===== src/rtl/regfile_writeback_if.sv =====
// Writeback bundle between the execute/load pipes, decode and the
// register-file write port.
//   alu_*  : ALU result (no back-pressure)
//   ld_*   : load-return handshake (ld_valid/ld_ready)
//   iss_*  : load issue notification for the pending scoreboard
//   rs*    : decode source registers, stall back to decode
//   rd_*   : registered register-file write port
// slave  : the writeback block; master : the pipeline driving it.
interface regfile_writeback_if #(
    parameter int DATA_WIDTH = 32
) ();
    logic                  alu_valid;
    logic [4:0]            alu_rd;
    logic [DATA_WIDTH-1:0] alu_data;
    logic                  ld_valid;
    logic [4:0]            ld_rd;
    logic [DATA_WIDTH-1:0] ld_data;
    logic                  ld_ready;
    logic                  iss_load;
    logic [4:0]            iss_rd;
    logic [4:0]            rs1_addr;
    logic [4:0]            rs2_addr;
    logic                  stall;
    logic                  rd_we;
    logic [4:0]            rd_addr;
    logic [DATA_WIDTH-1:0] rd_data;

    modport slave (
        input  alu_valid, alu_rd, alu_data,
        input  ld_valid, ld_rd, ld_data,
        output ld_ready,
        input  iss_load, iss_rd,
        input  rs1_addr, rs2_addr,
        output stall,
        output rd_we, rd_addr, rd_data
    );

    modport master (
        output alu_valid, alu_rd, alu_data,
        output ld_valid, ld_rd, ld_data,
        input  ld_ready,
        output iss_load, iss_rd,
        output rs1_addr, rs2_addr,
        input  stall,
        input  rd_we, rd_addr, rd_data
    );
endinterface


===== src/rtl/regfile_writeback.sv =====
// Register-file writeback arbiter with load-return queue and pending
// scoreboard.
//   clk, rst_n : clock, async active-low reset
//   bus        : regfile_writeback_if.slave (see interface for signals)
// ALU results always win the write port; load returns are queued in an
// in-order FIFO and drained in cycles without an ALU result. A pending
// bit per register tracks loads in flight so decode can stall.
module regfile_writeback #(
    parameter int DATA_WIDTH = 32,
    parameter int LQ_DEPTH   = 2
) (
    input  logic                clk,
    input  logic                rst_n,
    regfile_writeback_if.slave  bus
);
    localparam int PTR_W = (LQ_DEPTH > 1) ? $clog2(LQ_DEPTH) : 1;
    localparam int CNT_W = PTR_W + 1;

    logic [4:0]            r_fifo_rd   [LQ_DEPTH];
    logic [DATA_WIDTH-1:0] r_fifo_data [LQ_DEPTH];
    logic [PTR_W-1:0]      r_wr_ptr;
    logic [PTR_W-1:0]      r_rd_ptr;
    logic [CNT_W-1:0]      r_count;
    logic [31:0]           r_pending;
    logic                  r_rd_we;
    logic [4:0]            r_rd_addr;
    logic [DATA_WIDTH-1:0] r_rd_data;

    logic                  w_ld_ready;
    logic                  w_push;
    logic                  w_pop;
    logic [4:0]            w_head_rd;
    logic [DATA_WIDTH-1:0] w_head_data;
    logic [31:0]           w_pending_nxt;
    logic                  w_stall1;
    logic                  w_stall2;

    assign w_ld_ready  = (r_count != CNT_W'(LQ_DEPTH));
    assign w_push      = bus.ld_valid && w_ld_ready;
    // Queue is never bypassed: only entries already stored can be popped.
    assign w_pop       = !bus.alu_valid && (r_count != '0);
    assign w_head_rd   = r_fifo_rd[r_rd_ptr];
    assign w_head_data = r_fifo_data[r_rd_ptr];

    // Storage needs no reset; validity is carried by the pointers/count.
    always_ff @(posedge clk) begin
        if (w_push) begin
            r_fifo_rd[r_wr_ptr]   <= bus.ld_rd;
            r_fifo_data[r_wr_ptr] <= bus.ld_data;
        end
    end

    always_ff @(posedge clk or negedge rst_n) begin
        if (!rst_n) begin
            r_wr_ptr <= '0;
            r_rd_ptr <= '0;
            r_count  <= '0;
        end else begin
            if (w_push) r_wr_ptr <= r_wr_ptr + PTR_W'(1);
            if (w_pop)  r_rd_ptr <= r_rd_ptr + PTR_W'(1);
            case ({w_push, w_pop})
                2'b10:   r_count <= r_count + CNT_W'(1);
                2'b01:   r_count <= r_count - CNT_W'(1);
                default: r_count <= r_count;
            endcase
        end
    end

    // Writes to x0 still pass through the port registers but never enable.
    always_ff @(posedge clk or negedge rst_n) begin
        if (!rst_n) begin
            r_rd_we   <= 1'b0;
            r_rd_addr <= '0;
            r_rd_data <= '0;
        end else if (bus.alu_valid) begin
            r_rd_we   <= (bus.alu_rd != 5'd0);
            r_rd_addr <= bus.alu_rd;
            r_rd_data <= bus.alu_data;
        end else if (w_pop) begin
            r_rd_we   <= (w_head_rd != 5'd0);
            r_rd_addr <= w_head_rd;
            r_rd_data <= w_head_data;
        end else begin
            r_rd_we   <= 1'b0;
        end
    end

    // Clear applied first so a same-cycle issue to the same register wins.
    always_comb begin
        w_pending_nxt = r_pending;
        if (w_pop && (w_head_rd != 5'd0))
            w_pending_nxt[w_head_rd] = 1'b0;
        if (bus.iss_load && (bus.iss_rd != 5'd0))
            w_pending_nxt[bus.iss_rd] = 1'b1;
        w_pending_nxt[0] = 1'b0;
    end

    always_ff @(posedge clk or negedge rst_n) begin
        if (!rst_n) r_pending <= '0;
        else        r_pending <= w_pending_nxt;
    end

    // The write-port term covers a register file that returns old data
    // when read on the same edge it is written.
    always_comb begin
        w_stall1 = (bus.rs1_addr != 5'd0) &&
                   (r_pending[bus.rs1_addr] || (r_rd_we && (r_rd_addr == bus.rs1_addr)));
        w_stall2 = (bus.rs2_addr != 5'd0) &&
                   (r_pending[bus.rs2_addr] || (r_rd_we && (r_rd_addr == bus.rs2_addr)));
    end

    assign bus.ld_ready = w_ld_ready;
    assign bus.stall    = w_stall1 || w_stall2;
    assign bus.rd_we    = r_rd_we;
    assign bus.rd_addr  = r_rd_addr;
    assign bus.rd_data  = r_rd_data;
endmodule


===== src/flat_wrapper.sv =====
// flat-port wrapper written by rule: the top's interface ports become plain ports
module regfile_writeback_flat 
#(
    parameter int DATA_WIDTH = 32,
    parameter int LQ_DEPTH   = 2
)
  (clk, rst_n, bus_alu_valid, bus_alu_rd, bus_alu_data, bus_ld_valid, bus_ld_rd, bus_ld_data, bus_ld_ready, bus_iss_load, bus_iss_rd, bus_rs1_addr, bus_rs2_addr, bus_stall, bus_rd_we, bus_rd_addr, bus_rd_data);
  regfile_writeback_if #(.DATA_WIDTH(DATA_WIDTH)) bus_i ();
  input  logic clk;
  input  logic rst_n;
  input wire logic [$bits(bus_i.alu_valid)-1:0] bus_alu_valid;
  input wire logic [$bits(bus_i.alu_rd)-1:0] bus_alu_rd;
  input wire logic [$bits(bus_i.alu_data)-1:0] bus_alu_data;
  input wire logic [$bits(bus_i.ld_valid)-1:0] bus_ld_valid;
  input wire logic [$bits(bus_i.ld_rd)-1:0] bus_ld_rd;
  input wire logic [$bits(bus_i.ld_data)-1:0] bus_ld_data;
  output wire logic [$bits(bus_i.ld_ready)-1:0] bus_ld_ready;
  input wire logic [$bits(bus_i.iss_load)-1:0] bus_iss_load;
  input wire logic [$bits(bus_i.iss_rd)-1:0] bus_iss_rd;
  input wire logic [$bits(bus_i.rs1_addr)-1:0] bus_rs1_addr;
  input wire logic [$bits(bus_i.rs2_addr)-1:0] bus_rs2_addr;
  output wire logic [$bits(bus_i.stall)-1:0] bus_stall;
  output wire logic [$bits(bus_i.rd_we)-1:0] bus_rd_we;
  output wire logic [$bits(bus_i.rd_addr)-1:0] bus_rd_addr;
  output wire logic [$bits(bus_i.rd_data)-1:0] bus_rd_data;
  assign bus_i.alu_valid = bus_alu_valid;
  assign bus_i.alu_rd = bus_alu_rd;
  assign bus_i.alu_data = bus_alu_data;
  assign bus_i.ld_valid = bus_ld_valid;
  assign bus_i.ld_rd = bus_ld_rd;
  assign bus_i.ld_data = bus_ld_data;
  assign bus_ld_ready = bus_i.ld_ready;
  assign bus_i.iss_load = bus_iss_load;
  assign bus_i.iss_rd = bus_iss_rd;
  assign bus_i.rs1_addr = bus_rs1_addr;
  assign bus_i.rs2_addr = bus_rs2_addr;
  assign bus_stall = bus_i.stall;
  assign bus_rd_we = bus_i.rd_we;
  assign bus_rd_addr = bus_i.rd_addr;
  assign bus_rd_data = bus_i.rd_data;
  regfile_writeback #(.DATA_WIDTH(DATA_WIDTH), .LQ_DEPTH(LQ_DEPTH)) u_core (.clk(clk), .rst_n(rst_n), .bus(bus_i));
endmodule

===== config.mk =====
export PLATFORM = sky130hd
export DESIGN_NAME = regfile_writeback_flat
export DESIGN_NICKNAME = d
export VERILOG_FILES = /design/src/rtl/regfile_writeback_if.sv /design/src/rtl/regfile_writeback.sv /design/src/flat_wrapper.sv
export SDC_FILE = /design/constraint.sdc
export NUM_CORES = 1
export LEC_CHECK = 0
export ABC_AREA = 1
export CORE_ASPECT_RATIO = 1.5
export CORE_MARGIN = 8
export CORE_UTILIZATION = 38
export DETAILED_ROUTE_END_ITERATION = 6
export DONT_BUFFER_PORTS = 1
export MAX_ROUTING_LAYER = met4
export SYNTH_ARGS = -nofsm -noshare
export SYNTH_HDL_FRONTEND = slang
export SYNTH_SLANG_ARGS = --single-unit
export TNS_END_PERCENT = 20

===== constraint.sdc =====
create_clock -name clk -period 2.6 [get_ports clk]
set_clock_uncertainty 0.1 [all_clocks]
set_input_delay 0.52 -clock clk [delete_from_list [all_inputs] [get_ports clk]]
set_output_delay 0.52 -clock clk [all_outputs]
set_load 0.03 [all_outputs]

### Power grid

Bar = 20 um. Pins as bars on the die edge. Tap cells in grey.
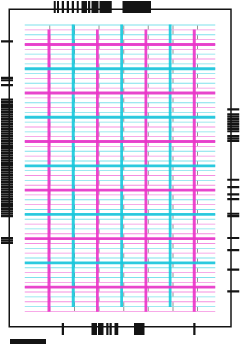
legend:
  VSS:
    colour: magenta
  VDD:
    colour: cyan
signal pins: 134
met5 straps: 11
met1 rails: 60
met4 straps: 7
tap cells: 213

==> impl_metrics.py <==
# Flow results
metrics = {
    "run_status": {
        "status": "completed",
    },
    "timing": {
        "setup_viol": 0,
        "period_minus_slack_ps": 2460,
        "max_slew_margin": 0.631,
        "fmax_mhz": 406,
        "hold_viol": 0,
        "worstMarginPinSlew_ps": 554,
    },
    "power": {
        "powerDensity_nw_per_um2": 1180,
        "p_int_mw": 5.39,
        "p_sw_frac": 0.386,
        "power_frac_comb": 0.251,
        "power.leakage_nw": 2.98,
        "clock_power_share": 0.263,
        "p_switching_mw": 3.39,
        "ir_drop_v": 0.000690,
    },
    "floorplan": {
        "die_area_um2": 21800,
        "coreArea_um2": 17100,
        "ios": 134,
        "initCoreUtil": 0.384,
        "die.size.y_um": 177,
        "row_count": 59,
    },
    "logic_synthesis": {
        "edf_count": 74,
        "seq_area_frac_synth": 0.616,
        "synthCells": 691,
        "fp_nets": 786,
        "synth_area_um2": 6570,
        "synth-seq-cells": 147,
        "synth_cell_types": 36,
        "ys_area_um2": 6570,
        "async_reset_ff_frac": 0.497,
        "synthFlopType": "edfxtp_1",
        "avgSynthCellArea_um2": 9.51,
        "yosysWarnings": 0,
    },
    "hold_path": {
        "hold_start": "bus_ld_data[7]",
        "min_to": "u_core.r_fifo_data[0][7]",
        "hold_path.class": "in2reg",
    },
    "clock_network": {
        "root_buffer": "clkbuf_16",
        "tritoncts": "yes",
        "numCtsBuffers": 17,
        "htree_num_levels": 4,
        "hold_buffers": 2,
        "clock_sinks": 147,
        "cts-resized-gates": 1,
        "insertion_delay_ps": 410,
        "postCtsSetupBuffers": 0,
    },
    "route": {
        "drt_iter0_drc": 330,
        "dr.pass1.iters": 4,
        "highest_layer": "met4",
        "drt-met1-wl_mm": 6.66,
        "routed_wl_mm": 18.8,
        "routed-wl-met2_mm": 9.97,
    },
    "layout": {
        "area_delta_synth_final_pct": 13.1,
        "nets": 790,
        "n_fill_cell": 1649,
        "largest_register_ffs": 64,
        "n_antenna_cell": 0,
        "fin_util": 0.434,
    },
    "critical_path": {
        "critPathMaxStageDelay_ps": 500,
        "r2r_cells": 7,
        "cp-startpoint": "u_core.bus.rd_addr[0]",
        "rrSetupSlack_ps": 610,
        "cp-endpoint": "bus_stall",
        "rr_endpoint": "u_core.r_count[1]",
        "end_kind": "primary output",
        "critPathArrivalTime_ps": 1840,
    },
    "global_routing": {
        "grt_overflow_total": 0,
        "grt_pass1_wl_mm": 28.7,
    },
    "placement": {
        "io_buffers": 0,
        "dp_hpwl_mm": 14.1,
    },
    "run": {
        "drv_cap": 0,
        "warnings": 27,
    },
}
### Wiring by layer

Bar = 20 um. Two of the layers only.
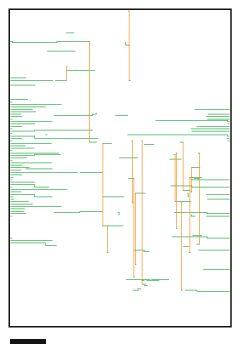
legend:
  metal 3:
    colour: green
    wire_length: 1490 um
  metal 4:
    colour: orange
    wire_length: 626 um

-- critical path, delay by kind of cell, from the launching register on --
| family | cells | cell delay, ps |
|---|---|---|
| compound gates | 2 | 280 |
| buf+inv | 1 | 170 |
| flops | 1 | 500 |
| simple gates | 4 | 480 |
-- layout make-up --
cell class,instances,area [um2],area share
Clock buffer,26,533,0.0717
Clock inverter,6,41.3,0.00555
Sequential cell,147,4050,0.545
Tap cell,213,267,0.0359
Inverter,48,180,0.0242
Multi-Input combinational cell,470,2230,0.300
Timing Repair Buffer,11,130,0.0175
-- kinds of logic after synthesis --
kind of cell / share of synthesized area
compound gates: 0.133
xor+xnor: 0.00800
fa+ha+maj: 0.00190
buf+inv: 0.0468
flops: 0.616
mux: 0.00495
simple gates: 0.190
-- Yosys cell counts (8+ instances only) --
cell type	number	area share
inv_1	43	0.025
o21ai_0	56	0.043
a21oi_1	47	0.036
edfxtp_1	74	0.34
nor2_1	44	0.025
buf_2	14	0.011
o21ai_1	32	0.024
o311ai_0	14	0.019
clkbuf_1	8	0.0046
dfrtp_1	73	0.28
nand2_1	192	0.11
nand3_1	51	0.039
-- power groups by stage --
stage,clock network [mW],registers (mW),logic (mW)
floorplan,0,4.09,1.60
global placement,0,4.28,2.16
detailed placement,0,4.31,2.19
CTS,2.35,4.27,2.23
global route,2.45,4.35,2.48
finish,2.31,4.27,2.20
-- per-stage QoR --
step,setup TNS [ps],cell area (um2),hold WS (ps),setup WS (ps),instances
after detailed placement,0,6820,129,276,887
final,0,7430,99.7,138,921
after global routing,0,7430,74.7,31.1,921
after global placement,0,6820,128,282,887
after CTS,0,7430,77.2,47.6,921
after floorplan,-13310,6580,124,-360,691
Power is estimated from default activity; no workload was simulated.
